File: src/rtl/spi_master_interface_pkg.sv
// Shared types and helpers for the SPI master link.
package spi_pkg;
  typedef enum logic [2:0] {IDLE, SETUP, SHIFT, HOLD, GAP} spi_master_state_t;

  localparam int SPI_MODE = 0;

  function automatic int clog2_min1(input int v);
    return (v <= 2) ? 1 : $clog2(v);
  endfunction
endpackage

File: src/rtl/spi_master_interface_sck_edge_gen.sv
// SCK divider: free-runs while run=1, toggles sck on each divider tick when shift_en=1.
module spi_sck_edge_gen
  import spi_pkg::*;
#(
  parameter int CLK_DIV = 4
) (
  input  logic clk,
  input  logic not_reset,
  input  logic run,
  input  logic shift_en,
  output logic tick,
  output logic sck,
  output logic rise_strobe,
  output logic fall_strobe
);
  localparam int DW = clog2_min1(CLK_DIV);

  logic [DW-1:0] div_cnt;

  assign tick        = run && (div_cnt == DW'(CLK_DIV - 1));
  assign rise_strobe = tick && shift_en && !sck;
  assign fall_strobe = tick && shift_en && sck;

  always_ff @(posedge clk or posedge not_reset) begin
    if (not_reset) begin
      div_cnt <= '0;
      sck     <= 1'b0;
    end else if (!run) begin
      div_cnt <= '0;
      sck     <= 1'b0;
    end else begin
      div_cnt <= tick ? '0 : div_cnt + DW'(1);
      if (rise_strobe || fall_strobe) sck <= ~sck;
    end
  end
endmodule

File: src/rtl/spi_master_interface.sv
// SPI mode-0 master, MSB first: one start request yields one CS-framed full-duplex word.
module spi_master_interface
  import spi_pkg::*;
#(
  parameter int DATA_WIDTH = 8,
  parameter int CLK_DIV    = 4,
  parameter int CS_GAP     = 4
) (
  input  logic                  clk,
  input  logic                  not_reset,
  input  logic                  start,
  input  logic [DATA_WIDTH-1:0] data_to_send,
  output logic                  busy,
  output logic                  done,
  output logic [DATA_WIDTH-1:0] data_received,
  output logic                  sck,
  output logic                  mosi,
  output logic                  cs,
  input  logic                  miso
);
  localparam int EW = $clog2(2*DATA_WIDTH + 1);
  localparam int GW = clog2_min1(CS_GAP);
  localparam logic [EW-1:0] LAST_EDGE  = EW'(2*DATA_WIDTH);
  localparam logic [EW-1:0] FINAL_FALL = EW'(2*DATA_WIDTH - 1);
  localparam logic [GW-1:0] GAP_END    = GW'(CS_GAP - 1);

  spi_master_state_t state_q, state_d;
  logic [DATA_WIDTH-1:0] tx_shift, rx_shift;
  logic [EW-1:0] edge_cnt;
  logic [GW-1:0] gap_cnt;
  logic run, shift_en, tick, rise_strobe, fall_strobe;

  // SETUP's last tick is also the first rising edge, so SHIFT ends with a trailing low half-period.
  spi_sck_edge_gen #(.CLK_DIV(CLK_DIV)) u_sck (
    .clk(clk), .not_reset(not_reset), .run(run), .shift_en(shift_en),
    .tick(tick), .sck(sck), .rise_strobe(rise_strobe), .fall_strobe(fall_strobe)
  );

  always_ff @(posedge clk or posedge not_reset) begin
    if (not_reset) state_q <= IDLE;
    else           state_q <= state_d;
  end

  always_comb begin
    state_d = state_q;
    case (state_q)
      IDLE:  if (start) state_d = SETUP;
      SETUP: if (tick) state_d = SHIFT;
      SHIFT: if (tick && edge_cnt == LAST_EDGE) state_d = HOLD;
      HOLD:  if (tick) state_d = GAP;
      GAP:   if (gap_cnt == GAP_END) state_d = IDLE;
      default: state_d = IDLE;
    endcase
  end

  always_comb begin
    run      = (state_q == SETUP) || (state_q == SHIFT) || (state_q == HOLD);
    shift_en = ((state_q == SETUP) || (state_q == SHIFT)) && (edge_cnt != LAST_EDGE);
  end

  always_ff @(posedge clk or posedge not_reset) begin
    if (not_reset) begin
      cs            <= 1'b1;
      mosi          <= 1'b0;
      busy          <= 1'b0;
      done          <= 1'b0;
      data_received <= '0;
      tx_shift      <= '0;
      rx_shift      <= '0;
      edge_cnt      <= '0;
      gap_cnt       <= '0;
    end else begin
      done <= 1'b0;
      if (rise_strobe) rx_shift <= {rx_shift[DATA_WIDTH-2:0], miso};
      if (rise_strobe || fall_strobe) edge_cnt <= edge_cnt + EW'(1);
      // The final falling edge leaves the LSB on mosi through HOLD.
      if (fall_strobe && edge_cnt != FINAL_FALL) begin
        tx_shift <= {tx_shift[DATA_WIDTH-2:0], 1'b0};
        mosi     <= tx_shift[DATA_WIDTH-2];
      end
      case (state_q)
        IDLE: begin
          edge_cnt <= '0;
          gap_cnt  <= '0;
          if (start) begin
            tx_shift <= data_to_send;
            mosi     <= data_to_send[DATA_WIDTH-1];
            cs       <= 1'b0;
            busy     <= 1'b1;
          end
        end
        HOLD: if (tick) begin
          cs            <= 1'b1;
          done          <= 1'b1;
          data_received <= rx_shift;
          mosi          <= 1'b0;
          gap_cnt       <= '0;
        end
        GAP: begin
          if (gap_cnt == GAP_END) busy <= 1'b0;
          else                    gap_cnt <= gap_cnt + GW'(1);
        end
        default: ;
      endcase
    end
  end
endmodule

File: config.mk
export PLATFORM = sky130hd
export DESIGN_NAME = spi_master_interface
export DESIGN_NICKNAME = d
export VERILOG_FILES = /design/src/rtl/spi_master_interface_pkg.sv /design/src/rtl/spi_master_interface_sck_edge_gen.sv /design/src/rtl/spi_master_interface.sv
export SDC_FILE = /design/constraint.sdc
export NUM_CORES = 1
export LEC_CHECK = 0
export CORE_MARGIN = 5
export CORE_UTILIZATION = 49
export DETAILED_ROUTE_END_ITERATION = 6
export PLACE_DENSITY = 0.75
export SLEW_MARGIN = 5
export SYNTH_ARGS = -nofsm -noshare
export SYNTH_HDL_FRONTEND = slang
export SYNTH_SLANG_ARGS = --single-unit
File: constraint.sdc
create_clock -name clk -period 1.7 [get_ports clk]
set_input_delay 0.17 -clock clk [delete_from_list [all_inputs] [get_ports clk]]
set_output_delay 0.17 -clock clk [all_outputs]
set_load 0.03 [all_outputs]
### Cell classes on the final placement

Scale bar: 20 um. Fill, decap, tap and diode cells in grey.
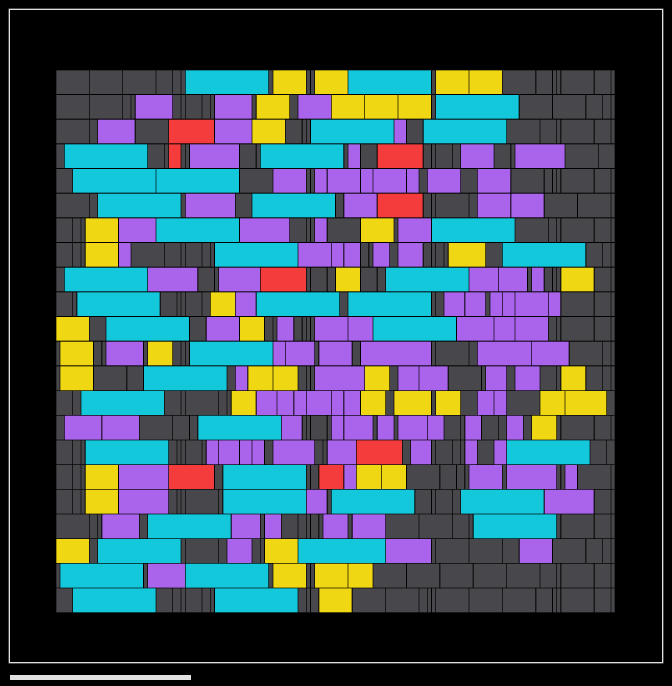
all other logic -> purple  # cells 108, share of their area 38%
flip-flops -> cyan  # cells 40, share of their area 42%
other buffers and delay cells -> yellow  # cells 42, share of their area 16%
clock drivers and dummy loads -> red  # cells 8, share of their area 3.9%

### Clock nets

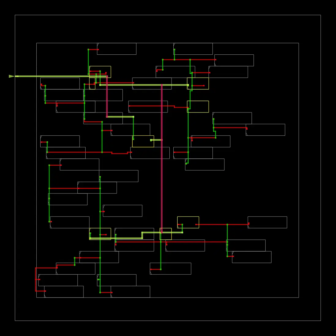
Clock group: 650 uW
Sink Count: 40
Clk Latency, worst-skew pair: 290 ps
number of buffers added by the clock tree synthesis step: 5
Final Skew: 5.49 ps

==> results_slide.txt <==
Implementation Results

Status
  – Run status: completed

STA
  – Worst hold slack: 326 ps
  – Max-slew violations: 0
  – Final period demand of the worst path: 1690 ps
  – Final Setup Violations: 0

Cells and area
  – Combinational share of cell area: 35.6%
  – Leading cell types in the layout, fill and taps excluded: dfrtp_1 (39), clkdlybuf4s50_1 (23), mux2i_1 (18), nand2_1 (16), buf_4 (16)
  – FF+latch area: 1000 um2
  – Area of all placed cells without fillers: 2440 um2
  – Layout buffering overhead excluding clock cells: 15.8%
  – Total of plain and repair buffers excluding clock buffers: 42
  – Comb area: 868 um2

Synthesis
  – Synth cell count leaders: dfrtp_1 (39), mux2i_1 (18), mux2_2 (16), nand2_1 (16), inv_1 (7)
  – Area leader, netlist: dfrtp_1
  – Number of cells in Yosys stat: 154
  – Synth Cell Area: 1880 um2
  – Ranking of synthesized cells by area: dfrtp_1 (52%), mux2i_1 (9.6%), mux2_2 (9.6%), ha_1 (3.3%), nand2_1 (3.2%)

Clock tree
  – Deepest level of the CTS H-tree: 2
  – Clock tree from TritonCTS: yes

Setup path
  – Crit. End Element: flip-flop
  – Worst setup path end: rx_shift[2]$_DFFE_PP0P_

Global route
  – Overall global routing resource usage: 17.1%
  – Initial antenna violation count: 0

Pwr
  – Power attributed to combinational cells: 67.6 uW
  – Cell Pwr Density: 692 nW/um2
  – Proportion of power drawn by the clock network: 38.5%
  – Top power group: registers

Floorplanning
  – DIE HEIGHT: 71.9 um
  – Row cnt: 22
  – Floorplan Utilization: 50.8%
[kinds of logic after synthesis]
kind of cell	after synthesis	share of synthesized area [%]
mux	34	19.2
flops	40	53.4
xor+xnor	3	1.40
simple gates	46	15.1
fa+ha+maj	5	3.34
compound gates	13	4.60
buf+inv	13	2.87
[registers in the layout, indices dropped and copies added (netlist names)]
| name | flops |
|---|---|
| rx_shift | 8 |
| state_q | 3 |
| done | 1 |
| mosi | 1 |
| gap_cnt | 2 |
| tx_shift | 7 |
| u_sck.sck | 1 |
| u_sck.div_cnt | 2 |
| data_received | 8 |
| cs | 1 |
| busy | 1 |
| edge_cnt | 5 |
[worst min-delay path: cells and delay by family]
kind | cells | cell delay, ps
buf+inv | 3 | 900
Power and IR drop assume default switching activity.
